Design ad9122_spi_txn_engine, sky130hd; sources not shown.
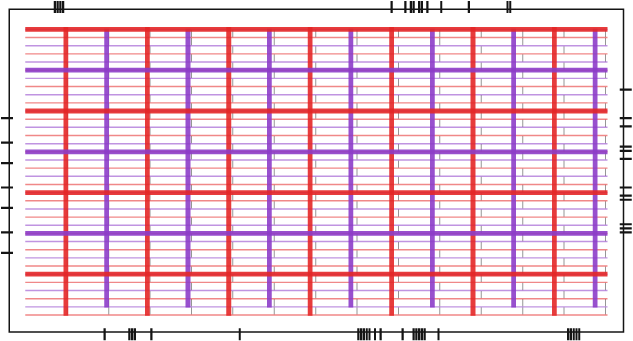
Figure 1: PDN straps and rails.
Drawn at 3 px/µm. Pins as bars on the die edge. Tap cells in grey.
[VSS] red
[VDD] purple
met5 straps: 7
tap cells: 259
rows: 35
met1 rails: 36
die width: 204 µm
Core Area: 0.0185 mm²

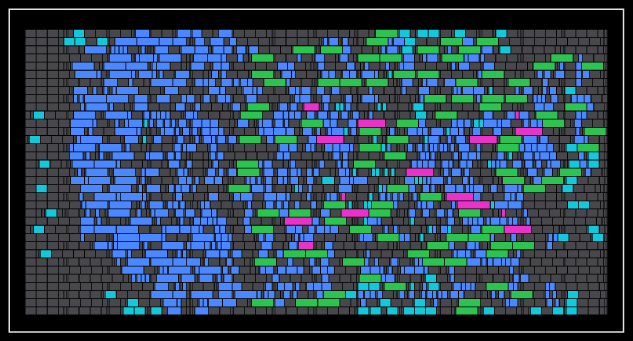
Figure 2: placement by cell class.
Drawn at 3 px/µm. Fill, decap, tap and diode cells in grey.
[clock drivers and dummy loads] magenta | cells: 15 | share of their area: 3.5%
[combinational and other logic] blue | cells: 756 | share of their area: 66%
[remaining buffers and delay cells] cyan | cells: 95 | share of their area: 8.6%
[sequential cells] green | cells: 93 | share of their area: 22%
Finished Cell Area: 0.00873 mm²
Placement Rows: 35
Seq area share: 21.3%
Core Util, Final: 47.3%

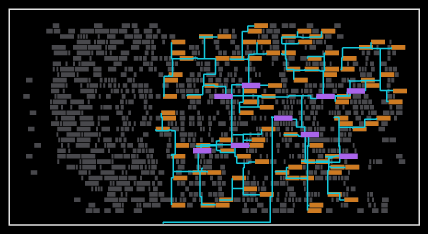
Figure 3: routed clock nets over the placement.
Drawn at 2 px/µm.
[clock drivers] purple | count: 9
[flip-flops] orange | count: 93
[clock wires] cyan | length: 1,200 µm
routed clock nets: 10
Clock Power Share: 16.3%
P_clk: 210 µW
clock skew: 7.94 ps

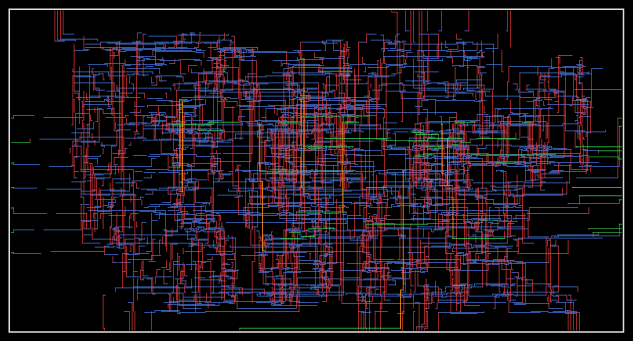
Figure 4: wiring by layer.
Drawn at 3 px/µm.
[metal 4] orange | wire length: 294 µm
[metal 3] green | wire length: 595 µm
[metal 1] blue | wire length: 9,680 µm
[metal 2] red | wire length: 8,360 µm
Routed WL: 18,900 µm
via count: 6,520
Total GRT Usage: 17.6%
wire per inst: 15.5 µm

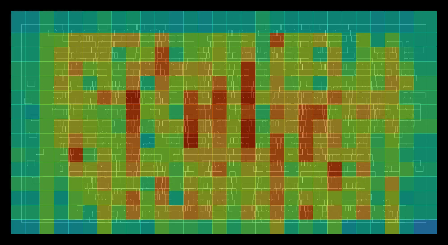
Figure 5: routing congestion map.
busiest grt layer: met2
global routing usage on met2: 28.7%

==> results.ini <==
[timing]
setup_violations = 0
drv_slew = 0
worstMarginPinSlew_ps = 1060
rsz0062_at_grt = false
fmax_ghz = 0.117
period_used_pct = 52.7
fin_tns_setup_ps = 0
slew_headroom_pct = 28.3
finalHoldViolCount = 0
whs_ps = 451
period_minus_slack_ps = 8580

[power]
p_leak_uw = 0.00355
p_seq_share_pct = 22.4
comb_power_share_pct = 61.3
intPower_uw = 703
worst_ir_drop_vdd_uv = 68.4
switching_power_uw = 587
power_density_mw_per_mm2 = 148
swShare_pct = 45.5

[setup_path]
path_class = primary input to flop
required_ps = 16550
crit_path_end_kind = flop
cp_data_arrival_time_ps = 8840
reg2reg_depth = 6
r2r_slack_ps = 13260
critPathMaxFanout = 5
cp-start-kind = primary input

[outcome]
status = completed

[clock_tree]
numCtsBuffers = 9
htreeDepth = 3
cts_root_buffer = clkbuf_16
cts_tree = built
hold_buffers = 0
cts_setup_buffers = 0
cts_buffer_depth = 2
cts_resized = 0
clock_latency_ps = 340
clkTransAtPathRegs_ps = 60
clock_sinks = 93

[synth]
syn_area_mm2 = 0.00754
top_area_share_pct = 24.7
ff_type = dfxtp_1
yosys_area_mm2 = 0.00754
most_common_cell = inv_1
ys_types = 66
area_leaders = dfxtp_1, fa_1, ha_1
yosysWarnings = 0
edf_count = 0
ys_cells = 887
ys_ff = 93
syn-instance-count = 887
fp_nets = 1048
ys_seq_share_pct = 24.7
async_flop_share_pct = 0
avgSynthCellArea_um2 = 8.51
ys_top_cells_by_count = inv_1, dfxtp_1, nand2_1, nor2_1, ha_1
synth_area_leader_cell = dfxtp_1

[drt]
drc = 0
wl_met1_um = 9680
top_layer = met4
route.met2.wl_um = 8360
final_antenna_net_count = 0
drtPass1Iterations = 5
wl_met3_um = 594
routed_via_density = 5.35
drt_iter0_drc = 373

[placement]
dp_hpwl_um = 14900
port_buffers = 57
dp_cells = 1203
place_congestion = 0.867

[flow_run]
drv_cap = 0
warnings = 34

[final_layout]
largest_reg_flops = 32
n_fill_cell = 1857
flop_area_mm2 = 0.00186
fin_nets = 1116
final_cell_mix = inv_1, dfxtp_1, nand2_1
drive_gt1_share_pct = 3.13
n_antenna_cell = 0
lay_top_count = inv_1
area_delta_synth_final_pct = 15.8
instances_no_fill = 1218
logic_area_mm2 = 0.00517

[floorplan]
top_level_ports = 59
die_area_mm2 = 0.0219
fp-utilization_pct = 40.8

[hold_path]
worstHoldPathType = flop to flop
holdPathStages = 2

[global_route]
antenna_found_initial = 0
overflow = 0
grt_pass1_vias = 6492
grt_pass1_wl_um = 32000
grt_max_degree = 14

==> metal layers <==
| metal | global-route usage (%) | vias to the layer above |
|---|---|---|
| li1 | - | 3281 |
| met1 | 25.0 | 3089 |
| met2 | 28.7 | 126 |
| met3 | 2.57 | 24 |
| met4 | 3.97 | 0 |
| met5 | 0 | - |
==> kinds of logic (layout without fill, tap and decap cells) <==
logic type,after synthesis,after routing,share of synthesized area [%]
and+or+nand+nor,312,312,21.0
AOI/OAI and AO/OA,179,179,16.3
buffers and inverters,133,205,6.73
adders and majority gates,115,115,24.4
DFF,93,93,24.7
xor gates and xnor gates,31,31,3.60
muxes,24,24,3.28
==> stage by stage <==
step / total power (µW) / area, µm² / setup WS, ps
finish: 1290 / 8730 / 7720
floorplan: 889 / 7540 / 8310
detailed placement: 1080 / 8440 / 7330
CTS: 1300 / 8730 / 7690
global placement: 1070 / 8440 / 7400
global route: 1420 / 8730 / 7330
==> worst max-delay path, stage by stage <==
cell,delay [ps]
clkdlybuf4s50_1,620
inv_1,100
fa_1,570
fa_1,440
fa_1,490
fa_1,510
inv_1,40
ha_1,340
a21oi_1,310
o211ai_1,210
a211oi_1,430
o31ai_1,210
and4b_1,240
o32ai_1,250
==> power by group through the flow <==
stage                     Combinational [µW]  Clock, µW  Sequential (µW)
after CTS                                792        215              288
after detailed placement                 787          0              293
after floorplan                          604          0              284
final                                    791        210              289
after global placement                   781          0              291
after global routing                     903        225              294
==> area by class of cell <==
cell class                 instances  share of cell area (%)
multi-input combinational        661                    59.3
sequential                        93                    21.3
timing repair buffer              57                    6.53
inverter                          95                    4.08
tap                              259                    3.71
clock buffer                      14                    3.02
buffer                            38                    1.73
clock inverter                     1                   0.344
Power is estimated from default activity; no workload was simulated.
